File: src/rtl/debug_frame_source.sv
// Switch/key driven Avalon-ST frame generator for board-level stream debug.
// Frames are built from latched SW settings; a frame counter is shown on hex_disp.

module hex_decoder (
  input  logic [3:0] i_nib,
  output logic [6:0] o_seg
);
  // Active-low segments, bit order gfedcba
  always_comb begin
    case (i_nib)
      4'h0: o_seg = 7'h40;
      4'h1: o_seg = 7'h79;
      4'h2: o_seg = 7'h24;
      4'h3: o_seg = 7'h30;
      4'h4: o_seg = 7'h19;
      4'h5: o_seg = 7'h12;
      4'h6: o_seg = 7'h02;
      4'h7: o_seg = 7'h78;
      4'h8: o_seg = 7'h00;
      4'h9: o_seg = 7'h10;
      4'hA: o_seg = 7'h08;
      4'hB: o_seg = 7'h03;
      4'hC: o_seg = 7'h46;
      4'hD: o_seg = 7'h21;
      4'hE: o_seg = 7'h06;
      default: o_seg = 7'h0E;
    endcase
  end
endmodule

module debug_frame_source #(
  parameter int B   = 8,
  parameter int BpW = 4,
  parameter int GAP = 4
) (
  input  logic                       sys_clk,
  input  logic                       reset_n,
  output logic                       out_valid,
  output logic [B*BpW-1:0]           out_data,
  output logic                       out_sop,
  output logic                       out_eop,
  output logic [$clog2(BpW)-1:0]     out_empty,
  input  logic                       ready,
  input  logic [17:0]                SW,
  input  logic [3:0]                 KEY,
  output logic [7:0]                 LEDG,
  output logic [2*BpW-1:0][6:0]      hex_disp
);
  localparam int DW = B * BpW;
  localparam int EW = $clog2(BpW);
  localparam int GW = $clog2(GAP + 1);
  localparam logic [1:0] S_IDLE = 2'd0;
  localparam logic [1:0] S_SEND = 2'd1;
  localparam logic [1:0] S_GAP  = 2'd2;

  logic [2:0]    r_sync1, r_sync2, r_sync_d;
  logic [1:0]    r_state;
  logic [15:0]   r_len, r_nw, r_w;
  logic [1:0]    r_pat;
  logic [DW-1:0] r_gcnt, r_fcnt;
  logic [GW-1:0] r_gap;
  logic          r_mode, r_lerr;

  logic [2:0]    w_fall;
  logic          w_clr, w_trig, w_tog, w_mode_nx, w_go, w_start, w_err, w_last;
  logic [16:0]   w_sw_n17;
  logic [15:0]   w_ld_w, w_ld_len, w_ld_nw, w_neg_len;
  logic [1:0]    w_ld_pat;
  logic [DW-1:0] w_ld_g, w_ld_data;
  logic          w_ld_sop, w_ld_eop;
  logic [EW-1:0] w_ld_empty;
  logic          w_unused_key0;

  assign w_unused_key0 = KEY[0];

  // Counter patterns carry the whole value; only the byte-ramp pattern blanks lanes past L.
  function automatic logic [DW-1:0] word_data(input logic [1:0] pat, input logic [15:0] w,
                                             input logic [15:0] len, input logic [DW-1:0] g);
    logic [DW-1:0] d;
    logic [31:0]   bi;
    d = '0;
    case (pat)
      2'b01: d = g;
      2'b10: begin
        for (int j = 0; j < BpW; j++) begin
          bi = {16'd0, w} * 32'(BpW) + 32'(j);
          if (bi < {16'd0, len}) d[DW-1-B*j -: B] = bi[B-1:0];
        end
      end
      default: d = DW'(w);
    endcase
    return d;
  endfunction

  // Key synchronizers; reset value 0 reads as "pressed" so no edge fires until a release
  always_ff @(posedge sys_clk or negedge reset_n) begin
    if (!reset_n) begin
      r_sync1  <= '0;
      r_sync2  <= '0;
      r_sync_d <= '0;
    end else begin
      r_sync1  <= KEY[3:1];
      r_sync2  <= r_sync1;
      r_sync_d <= r_sync2;
    end
  end

  assign w_fall    = r_sync_d & ~r_sync2;
  assign w_clr     = w_fall[0];
  assign w_trig    = w_fall[1];
  assign w_tog     = w_fall[2];
  assign w_mode_nx = r_mode ^ w_tog;
  assign w_sw_n17  = ({1'b0, SW[15:0]} + 17'(BpW - 1)) >> EW;
  assign w_last    = (r_w == r_nw - 16'd1);

  assign w_go = ((r_state == S_IDLE) && (w_trig || (w_tog && !r_mode))) ||
                ((r_state == S_GAP) && w_mode_nx && (r_gap == GW'(GAP - 1)));
  assign w_start = w_go && (SW[15:0] != 16'd0);
  assign w_err   = w_go && (SW[15:0] == 16'd0);

  // Next word to present: first word of a new frame, or the successor inside SEND
  always_comb begin
    if (r_state == S_SEND) begin
      w_ld_w   = r_w + 16'd1;
      w_ld_len = r_len;
      w_ld_nw  = r_nw;
      w_ld_pat = r_pat;
      w_ld_g   = r_gcnt + DW'(1);
    end else begin
      w_ld_w   = 16'd0;
      w_ld_len = SW[15:0];
      w_ld_nw  = w_sw_n17[15:0];
      w_ld_pat = SW[17:16];
      w_ld_g   = r_gcnt;
    end
    w_ld_sop   = (w_ld_w == 16'd0);
    w_ld_eop   = (w_ld_w == w_ld_nw - 16'd1);
    w_neg_len  = 16'd0 - w_ld_len;
    w_ld_empty = w_ld_eop ? w_neg_len[EW-1:0] : '0;
    w_ld_data  = word_data(w_ld_pat, w_ld_w, w_ld_len, w_ld_g);
  end

  always_ff @(posedge sys_clk or negedge reset_n) begin
    if (!reset_n) begin
      r_state <= S_IDLE; r_len <= '0; r_nw <= '0; r_w <= '0; r_pat <= '0;
      r_gcnt <= '0; r_fcnt <= '0; r_gap <= '0; r_mode <= 1'b0; r_lerr <= 1'b0;
      out_valid <= 1'b0; out_data <= '0; out_sop <= 1'b0; out_eop <= 1'b0; out_empty <= '0;
    end else if (w_clr) begin
      r_state <= S_IDLE; r_len <= '0; r_nw <= '0; r_w <= '0; r_pat <= '0;
      r_gcnt <= '0; r_fcnt <= '0; r_gap <= '0; r_mode <= 1'b0; r_lerr <= 1'b0;
      out_valid <= 1'b0; out_data <= '0; out_sop <= 1'b0; out_eop <= 1'b0; out_empty <= '0;
    end else begin
      r_mode <= w_mode_nx;
      if (w_err) r_lerr <= 1'b1;
      if (w_start) begin
        r_state   <= S_SEND;
        r_len     <= w_ld_len;
        r_nw      <= w_ld_nw;
        r_pat     <= w_ld_pat;
        r_w       <= w_ld_w;
        out_valid <= 1'b1;
        out_data  <= w_ld_data;
        out_sop   <= w_ld_sop;
        out_eop   <= w_ld_eop;
        out_empty <= w_ld_empty;
      end else begin
        case (r_state)
          S_SEND: begin
            if (ready) begin
              r_gcnt <= r_gcnt + DW'(1);
              if (w_last) begin
                r_fcnt    <= r_fcnt + DW'(1);
                out_valid <= 1'b0;
                out_data  <= '0;
                out_sop   <= 1'b0;
                out_eop   <= 1'b0;
                out_empty <= '0;
                r_gap     <= '0;
                r_state   <= w_mode_nx ? S_GAP : S_IDLE;
              end else begin
                r_w       <= w_ld_w;
                out_data  <= w_ld_data;
                out_sop   <= w_ld_sop;
                out_eop   <= w_ld_eop;
                out_empty <= w_ld_empty;
              end
            end
          end
          S_GAP: begin
            if (!w_mode_nx || w_err) r_state <= S_IDLE;
            else r_gap <= r_gap + GW'(1);
          end
          S_IDLE: r_state <= S_IDLE;
          default: r_state <= S_IDLE;
        endcase
      end
    end
  end

  assign LEDG = {5'b0, r_lerr, r_mode, (r_state != S_IDLE)};

  for (genvar i = 0; i < 2 * BpW; i++) begin : g_hex
    hex_decoder u_hex (.i_nib(r_fcnt[4*i +: 4]), .o_seg(hex_disp[i]));
  end
endmodule
File: config.mk
export PLATFORM = sky130hd
export DESIGN_NAME = debug_frame_source
export DESIGN_NICKNAME = d
export VERILOG_FILES = /design/src/rtl/debug_frame_source.sv
export SDC_FILE = /design/constraint.sdc
export NUM_CORES = 1
export LEC_CHECK = 0
export CAP_MARGIN = 20
export CORE_MARGIN = 2
export CORE_UTILIZATION = 35
export CTS_CLUSTER_DIAMETER = 100
export CTS_CLUSTER_SIZE = 25
export DETAILED_ROUTE_END_ITERATION = 10
export SLEW_MARGIN = 40
export SYNTH_ARGS = -nofsm -noshare
export SYNTH_HDL_FRONTEND = slang
export SYNTH_SLANG_ARGS = --single-unit
File: constraint.sdc
create_clock -name sys_clk -period 6.4 [get_ports sys_clk]
set_clock_uncertainty 0.15 [all_clocks]
set_input_delay 1.28 -clock sys_clk [delete_from_list [all_inputs] [get_ports sys_clk]]
set_output_delay 1.28 -clock sys_clk [all_outputs]
set_load 0.02 [all_outputs]
==> datasheet_impl.txt <==
Summary of implementation characteristics

Parameter                              Value

Layout
  Number of logic gates .................. 1220
  Antenna diode instance count .................. 0
  Layout sequential cell count .................. 167
  Non-clock inverter instance count of the final layout .................. 51
  Nets .................. 1689
  Multi-input gate share of the layout cell area .................. 54.5%
  Clock buffer count in the final layout .................. 18
  Area added between synthesis and finish .................. 16.1%
  Multi-input gate area .................. 8240 um^2
  Plain + repair buffers .................. 134
  Fraction of area in clock buffers and inverters .................. 3.95%
  Ratio of cells with drive above 1 in the final layout .................. 6.30%
  Area share of buffers outside the clock network .................. 8.80%
  Top logic cell by instance count in the layout .................. sky130_fd_sc_hd__nand2_1

Power and ir drop
  Share of power burned in combinational logic .................. between 40% and 50%
  Clock Power .................. 1.07 mW
  Switching share of total power .................. 45.0%
  PD cells .................. 303 nW/um^2
  Power attributed to sequential cells .................. ~1.4 mW
  Net switching power figure .................. approximately 2.1 mW
  Register share of total power .................. between 30% and 40%
  Total power .................. 4.58 mW
  Part of the total power dissipated in the clock network .................. 23.5%
  Max power group .................. combinational cells

GRT
  Sum of overflow across all layers after global routing .................. 0
  Number of global-route vias before repair .................. 11150
  Global routing's busiest layer .................. met2
  Met2 track utilization from global routing .................. 32.5%
  Initial antenna violation count .................. 0
  Global Route met3 Usage .................. 2.67%

Critical path
  Critical path class .................. reg -> reg
  Ordered list of cells on the worst path .................. ha_1, nand3_1, nor3_1, xnor2_1, nand2b_1, inv_1, ha_1, a21o_1, a21o_1, a21oi_1, o21ai_0, a211oi_1, o21a_1, a22oi_1, o21ai_0, a22o_1
  Slowest cell on the critical path .................. sky130_fd_sc_hd__dfrtp_1
  Buffers plus inverters on the worst setup path .................. 1
  Critical path endpoint category .................. register
  Largest stage delay, worst path .................. 540 ps
  Arrival time worst endpoint .................. 5160 ps

Place
  Routability cong. .................. 0.905
  Pre-CTS worst setup slack .................. 1280 ps
  Half-perimeter wire length after detailed placement .................. 27700 um

Route
  Remaining number of nets flagged by the antenna check after routing .................. 0
  Via count .................. 11753
  Topmost layer with routed signal wires .................. met4
  Total met2 wirelength after detailed routing .................. 18100 um
  Via count normalized by instance count .................. 5.67
  DR DRC count .................. 0
  Routed wire length on met3 .................. 1840 um

Run
  Tool warning count .................. 69

Clock network
  TritonCTS clock tree .................. yes
  Post-cts sizing count .................. 0
  Setup repair bufs after CTS .................. 0
  Clk ins delay skew pair .................. 440 ps
  Bufs on Longest Clock Path .................. 2
  Number of hold-repair buffers added at the cts stage .................. 0

Logic synthesis
  Combined area of all synthesized cells .................. 13000 um^2
  Gate Count Post-Synth .................. 1551
  Cell area leaders .................. sky130_fd_sc_hd__dfrtp_1 32%, sky130_fd_sc_hd__ha_1 7.0%, sky130_fd_sc_hd__nand2_1 4.9%
  Most used standard cell by instance count after synthesis .................. sky130_fd_sc_hd__nand2_1
  XOR/XNOR share of the synthesized area .................. around 8%
  Number of flip-flops and latches in the synthesized netlist .................. 167
  Total number of yosys warnings .................. 0
  Compound-gate portion of the synthesized area .................. 20.4%
  Number of unique standard cell types used by synthesis .................. approximately 79
  Post-synth mux share .................. 5.35%
  Fraction of synthesized cell area taken by the top area cell type .................. around 32%
  Largest logic family .................. simple AND/OR/NAND/NOR gates
  Mean area per synthesized cell .................. roughly 8.4 um^2
  Simple logic cell fraction of the synthesized area .................. between 20 and 25%

STA
  Achievable clock frequency .................. approximately 200 MHz
  Share of the clock period used by the worst path .................. 76.9%
  Final setup margin .................. 1480 ps
  Number of pins with negative max-slew slack in the final report .................. 0
  Number of hold violations in the final report .................. 0
  Worst slew pin tran .................. around 780 ps
  RSZ-0062 raised after global routing .................. no

Floorplan
  Well-tap cell count .................. 468
  Pre-Place Util .................. between 30 and 40%
  Total die size .................. 38800 um^2
  I/O pin cnt .................. roughly 130
  Core Footprint .................. 36600 um^2

Outcome
  Run status .................. finished, final reports clean

Worst hold path
  Min-Delay Path Class .................. reg -> reg
## state kept, by name (all words and copies together) (netlist names), 3 cells and up
signal / count
r_w: 16
out_data: 32
r_nw: 16
r_len: 16
r_fcnt: 32
r_gap: 3
r_sync1: 3
r_gcnt: 32
r_sync2: 3
r_sync_d: 3
## worst paths after layout
kind                            start           end  slack (ps)  cells after the start
max reg2reg                    r_w[0]   out_data[7]        1480                     16
min reg2reg                r_sync1[0]    r_sync2[0]         200                      0
max in group asynchronous     reset_n    r_sync1[2]        4400                      2
min                        r_sync1[0]    r_sync2[0]         200                      0
max                            r_w[0]   out_data[7]        1480                     16
min in group asynchronous     reset_n  out_data[23]         690                      1
## stage by stage
stage	instances	instance area [um^2]
final	2072	15100
after global routing	2072	15100
after CTS	2071	15100
after detailed placement	2039	14500
after global placement	2039	14500
after floorplan	1555	13000
Figure 1. Register map, names as in the netlist.
Other sequential cells in the stronger grey, the rest of the logic in the fainter grey.
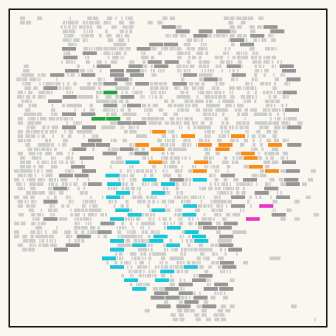
Key: green = r_gap [flops 3]; cyan = r_gcnt [flops 32]; magenta = out_empty [flops 2]; orange = r_w [flops 16]
Another 114 sequential cells are not coloured.
post-layout utilization of the core: 41.3%
sequential cell area share: 27.6%

Figure 2. Pin map.
Pins as bars across the die edge, other pins in grey.
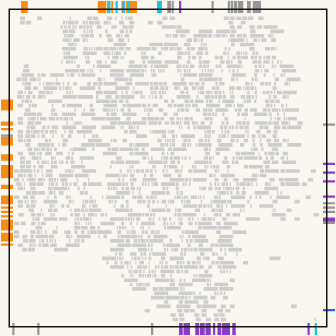
Key: blue = reset_n [pins 1, direction input, edge right]; orange = hex_disp [pins 56, direction output, edge 40 left, 16 top]; cyan = LEDG [pins 8, direction output, edge 7 top, 1 bottom]; purple = out_data [pins 32, direction output, edge 25 bottom, 6 right, 1 top]
count of buffers from port buffering: 119
Die Wd: 197 um
vertical die dimension: 197 um

Figure 3. Congestion heat map.
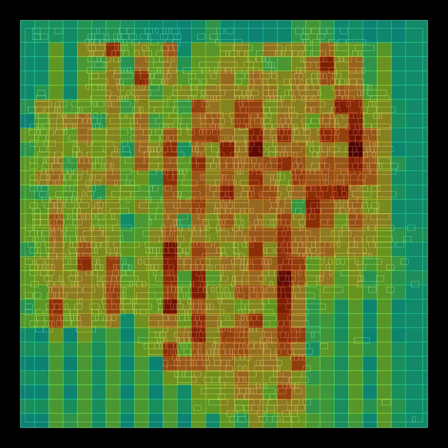
met1 layer usage reported by global route: 27.5%
GRT Util Overall: 20.0%

Power figures rest on the tool's default switching activity, not on a simulated workload.
